==> src/rtl/candidate_selector_if.sv <==
// Handshake and memory-bank bus of the candidate selector.
// The master side is the requester and memory model; the slave side is the selector.
interface candidate_selector_if #(
   parameter int IDX_W = 16
);
   logic             start;
   logic [4:0]       cand_count;
   logic [7:0]       q_min;
   logic [IDX_W-1:0] mem_index;
   logic [15:0]      mem_data;
   logic             busy;
   logic             done;
   logic             found;
   logic [7:0]       best_id;
   logic [7:0]       best_q;
   logic [3:0]       best_slot;

   modport master (
      output start, cand_count, q_min, mem_data,
      input  mem_index, busy, done, found, best_id, best_q, best_slot
   );

   modport slave (
      input  start, cand_count, q_min, mem_data,
      output mem_index, busy, done, found, best_id, best_q, best_slot
   );
endinterface

==> src/rtl/candidate_selector.sv <==
// Scans up to SLOTS {id, q} words from a read-only bank, one per cycle, and
// keeps the highest Q-value at or above q_min (ties keep the lowest slot).
module candidate_selector #(
   parameter int SLOTS = 16,
   parameter int IDX_W = 16
) (
   input logic                 clk,
   input logic                 nrst,
   candidate_selector_if.slave bus
);
   typedef enum logic [1:0] {IDLE, SCAN, DONE} state_t;

   localparam logic [4:0] MAX_COUNT = 5'(SLOTS);

   state_t     state;
   logic [4:0] slot;     // five bits so a count of 16 ends without wrapping
   logic [4:0] cnt_q;
   logic [7:0] q_min_q;
   logic       busy_q;
   logic       done_q;
   logic       found_q;
   logic [7:0] best_id_q;
   logic [7:0] best_q_q;
   logic [3:0] best_slot_q;

   logic [4:0] cnt_sat;
   logic [7:0] cur_q;
   logic       replace;

   assign cnt_sat = (bus.cand_count > MAX_COUNT) ? MAX_COUNT : bus.cand_count;
   assign cur_q   = bus.mem_data[7:0];
   assign replace = (cur_q >= q_min_q) && (!found_q || (cur_q > best_q_q));

   always_ff @(posedge clk) begin
      // NOTE: reset is sampled on the clock edge, so it lives inside the clocked branch,
      // and every state register uses non-blocking assignment to avoid read/write races.
      if (!nrst) begin
         state       <= IDLE;
         slot        <= '0;
         cnt_q       <= '0;
         q_min_q     <= '0;
         busy_q      <= 1'b0;
         done_q      <= 1'b0;
         found_q     <= 1'b0;
         best_id_q   <= '0;
         best_q_q    <= '0;
         best_slot_q <= '0;
      end else begin
         case (state)
            IDLE: begin
               done_q <= 1'b0;
               if (bus.start) begin
                  cnt_q       <= cnt_sat;
                  q_min_q     <= bus.q_min;
                  slot        <= '0;
                  busy_q      <= 1'b1;
                  found_q     <= 1'b0;
                  best_id_q   <= '0;
                  best_q_q    <= '0;
                  best_slot_q <= '0;
                  if (cnt_sat == 5'd0) begin
                     state  <= DONE;
                     done_q <= 1'b1;
                  end else begin
                     state <= SCAN;
                  end
               end
            end
            SCAN: begin
               if (replace) begin
                  found_q     <= 1'b1;
                  best_id_q   <= bus.mem_data[15:8];
                  best_q_q    <= cur_q;
                  best_slot_q <= slot[3:0];
               end
               if (slot == cnt_q - 5'd1) begin
                  state  <= DONE;
                  done_q <= 1'b1;
               end else begin
                  slot <= slot + 5'd1;
               end
            end
            DONE: begin
               done_q <= 1'b0;
               busy_q <= 1'b0;
               state  <= IDLE;
            end
            default: begin
               state  <= IDLE;
               busy_q <= 1'b0;
               done_q <= 1'b0;
            end
         endcase
      end
   end

   // Byte index of 16-bit words; zero outside SCAN so the bank sees a quiet bus.
   assign bus.mem_index = (state == SCAN) ? IDX_W'({slot, 1'b0}) : '0;
   assign bus.busy      = busy_q;
   assign bus.done      = done_q;
   assign bus.found     = found_q;
   assign bus.best_id   = best_id_q;
   assign bus.best_q    = best_q_q;
   assign bus.best_slot = best_slot_q;
endmodule
==> src/flat_wrapper.sv <==
// flat-port wrapper written by rule: the top's interface ports become plain ports
module candidate_selector_flat 
#(
   parameter int SLOTS = 16,
   parameter int IDX_W = 16
)
  (clk, nrst, bus_start, bus_cand_count, bus_q_min, bus_mem_data, bus_mem_index, bus_busy, bus_done, bus_found, bus_best_id, bus_best_q, bus_best_slot);
  candidate_selector_if #(.IDX_W(IDX_W)) bus_i ();
  input logic clk;
  input logic nrst;
  input wire logic [$bits(bus_i.start)-1:0] bus_start;
  input wire logic [$bits(bus_i.cand_count)-1:0] bus_cand_count;
  input wire logic [$bits(bus_i.q_min)-1:0] bus_q_min;
  input wire logic [$bits(bus_i.mem_data)-1:0] bus_mem_data;
  output wire logic [$bits(bus_i.mem_index)-1:0] bus_mem_index;
  output wire logic [$bits(bus_i.busy)-1:0] bus_busy;
  output wire logic [$bits(bus_i.done)-1:0] bus_done;
  output wire logic [$bits(bus_i.found)-1:0] bus_found;
  output wire logic [$bits(bus_i.best_id)-1:0] bus_best_id;
  output wire logic [$bits(bus_i.best_q)-1:0] bus_best_q;
  output wire logic [$bits(bus_i.best_slot)-1:0] bus_best_slot;
  assign bus_i.start = bus_start;
  assign bus_i.cand_count = bus_cand_count;
  assign bus_i.q_min = bus_q_min;
  assign bus_i.mem_data = bus_mem_data;
  assign bus_mem_index = bus_i.mem_index;
  assign bus_busy = bus_i.busy;
  assign bus_done = bus_i.done;
  assign bus_found = bus_i.found;
  assign bus_best_id = bus_i.best_id;
  assign bus_best_q = bus_i.best_q;
  assign bus_best_slot = bus_i.best_slot;
  candidate_selector #(.SLOTS(SLOTS), .IDX_W(IDX_W)) u_core (.clk(clk), .nrst(nrst), .bus(bus_i));
endmodule
==> config.mk <==
export PLATFORM = sky130hd
export DESIGN_NAME = candidate_selector_flat
export DESIGN_NICKNAME = d
export VERILOG_FILES = /design/src/rtl/candidate_selector_if.sv /design/src/rtl/candidate_selector.sv /design/src/flat_wrapper.sv
export SDC_FILE = /design/constraint.sdc
export NUM_CORES = 1
export LEC_CHECK = 0
export CAP_MARGIN = 15
export CELL_PAD_IN_SITES_DETAIL_PLACEMENT = 0
export CELL_PAD_IN_SITES_GLOBAL_PLACEMENT = 1
export CORE_MARGIN = 2
export CORE_UTILIZATION = 38
export CTS_BUF_LIST = sky130_fd_sc_hd__clkbuf_2 sky130_fd_sc_hd__clkbuf_4 sky130_fd_sc_hd__clkbuf_8
export DETAILED_ROUTE_END_ITERATION = 16
export GPL_ROUTABILITY_DRIVEN = 0
export PLACE_DENSITY = 0.85
export REMOVE_ABC_BUFFERS = 1
export SYNTH_ARGS = -nofsm -noshare
export SYNTH_HDL_FRONTEND = slang
export SYNTH_SLANG_ARGS = --single-unit
==> constraint.sdc <==
create_clock -name clk -period 3.6 [get_ports clk]
set_input_delay 0.54 -clock clk [delete_from_list [all_inputs] [get_ports clk]]
set_output_delay 0.54 -clock clk [all_outputs]
set_load 0.03 [all_outputs]
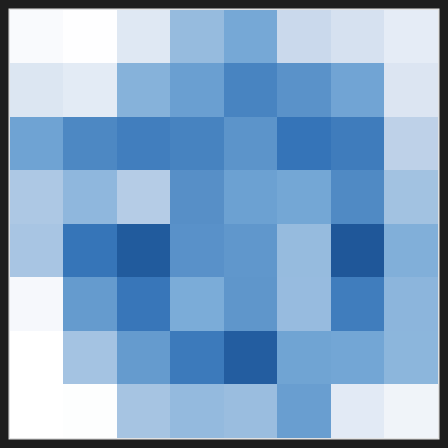
(local utilization)
8 x 8 tiles, from white (low) to dark blue (high), 0 to 100% covered.
The mean over all tiles is 44%. 4.7% of the tiles are over 75% full. The fullest tile reaches 84%. 6.2% of the tiles are nearly empty.

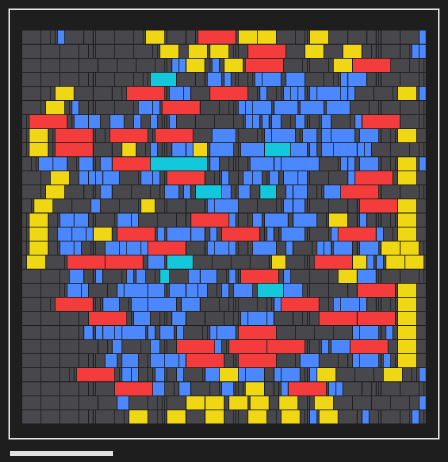
(cell classes on the final placement)
The bar under the picture is 20 µm long. Fill, decap, tap and diode cells in grey.
clock drivers and dummy loads: shown in cyan, cells 8, share of their area 3.8%. remaining buffers and delay cells: shown in yellow, cells 64, share of their area 21%. remaining logic cells: shown in blue, cells 223, share of their area 47%. registers: shown in red, cells 43, share of their area 29%.

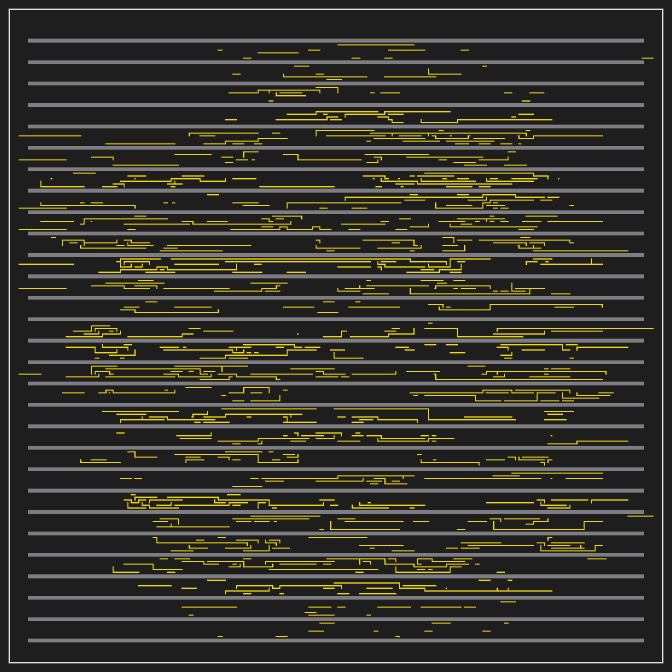
(signal wires on met1)
Supply wires on this layer in grey.
The layer holds 49% of the routed length. The layer carries 2,410 µm of wire.

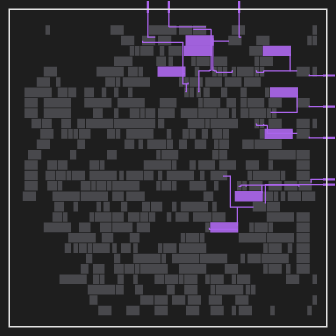
(nets reached from selected ports)
bus_best_q: shown in purple, bits 8, direction output, edge 5 right, 3 top, end cells 8, buffers 8, wire 225 µm.

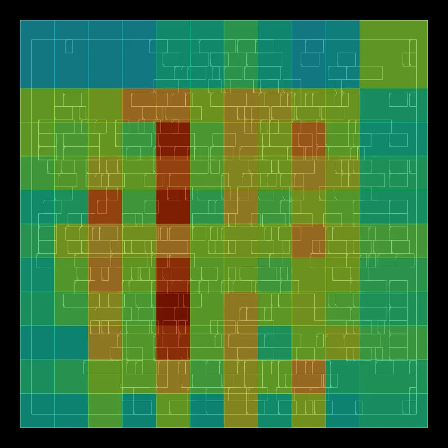
(track usage over the die)
busiest layer in global routing: met2
GR Util met2: 0.256

==> Slide: Implementation Results <==
Physical Implementation Snapshot

Pwr
  – Sequential Power: between 0.0005 and 0.0006 W
  – Worst IR drop on VDD: about 0.00017 V
  – Share of power burned in combinational logic: 0.223
  – Static leakage: ~1.2 nW
  – Sequential share of power: 0.449
  – Clk network pwr share: 0.329

Setup path
  – Critical path destination: u_core.bus.best_id[5]$_SDFFE_PN0P_
  – Startpoint of the most critical setup path: bus_mem_data[1]
  – Cell-by-cell listing of the critical path: clkdlybuf4s50_1, ha_1, nor2b_1, o21bai_1, a21oi_1, a2111oi_0, a211oi_4, buf_4, mux2i_1
  – Levels on crit path: 9
  – Kind of launch point of the worst setup path: input pin
  – Buffer and inverter count on the worst path: 2
  – R2R setup slack: 1.26 ns

Yosys
  – Cell count listed in synth_stat.txt: around 280
  – Post-synthesis chip area from yosys: about 0.0024 mm²
  – Yosys warning tally: 0
  – Share of async-settable or async-resettable flops after synthesis: 0
  – Top-count cell post-synth: nand2_1
  – Mux share: 0.0849
  – Top area contributor share: 0.365
  – XOR/XNOR Fraction of Synth Area: 0.0223
  – Synth Area in Simple Gates: 0.215
  – Synth cell types: 42

Die
  – Row Count: 28
  – Number of well taps: around 75
  – Chip footprint: between 0.006 and 0.007 mm²
  – Die extent in y: roughly 83 µm
  – Number of top-level pins: ~70
  – Pre-placement core utilization: 0.396

Cells and area
  – Most frequent logic cell in the layout: nand2_1
  – Flip-flop and latch share of the layout cell area: 0.279
  – Seq Cell Count: 43
  – Largest contributor to cell area by class: multi-input combinational cells
  – Synth-to-Final Area Change: 31.0%
  – Flop area: roughly 860 µm²
  – Fraction of final layout cells sized beyond drive strength 1: 0.0592
  – Non-clock buffer contribution to total cell area: 0.203
  – Top Layout Cells: nand2_1 (69), clkdlybuf4s50_1 (59), dfxtp_1 (43)
  – Share of final layout cell area taken by clock buffers and inverters: 0.0365

Place
  – Pre-CTS setup slack: about 0.63 ns
  – Number of placed instances with taps included: 405
  – Buffers added on ports: about 59

Route
  – Final Routed Wirelength: between 4000 and 5000 µm
  – Met2 routed WL: roughly 2200 µm
  – Number of vias after detailed routing: 1,949
  – Wire length on met1: roughly 2400 µm
  – Routed wire per std cell: 11.9 µm

Timing
  – Total negative setup slack: 0 ns
  – Worst hold slack: 0.463 ns
  – RSZ-0062 raised after global routing: false
  – Achievable clock frequency: around 380 MHz

CTS
  – Setup fix buffers added after clock tree synthesis: 0
  – Clock tree sinks: between 40 and 50
  – Clock slew at the register clock pins of the worst setup and hold paths: ~0.090 ns
  – Late-Pin Clk Latency: about 0.30 ns
  – Num CTS Buffers: 5
  – Total of cells resized after clock tree synthesis: 0
  – CTS tree: done

Global route
  – Vias in the first global route: between 1,500 and 2,000
  – Antenna violations before repair: 0

Run status
  – Result of the run: complete, no violations

Hold path
  – Number of cells on the worst hold path: 2
Power is estimated from default activity; no workload was simulated.
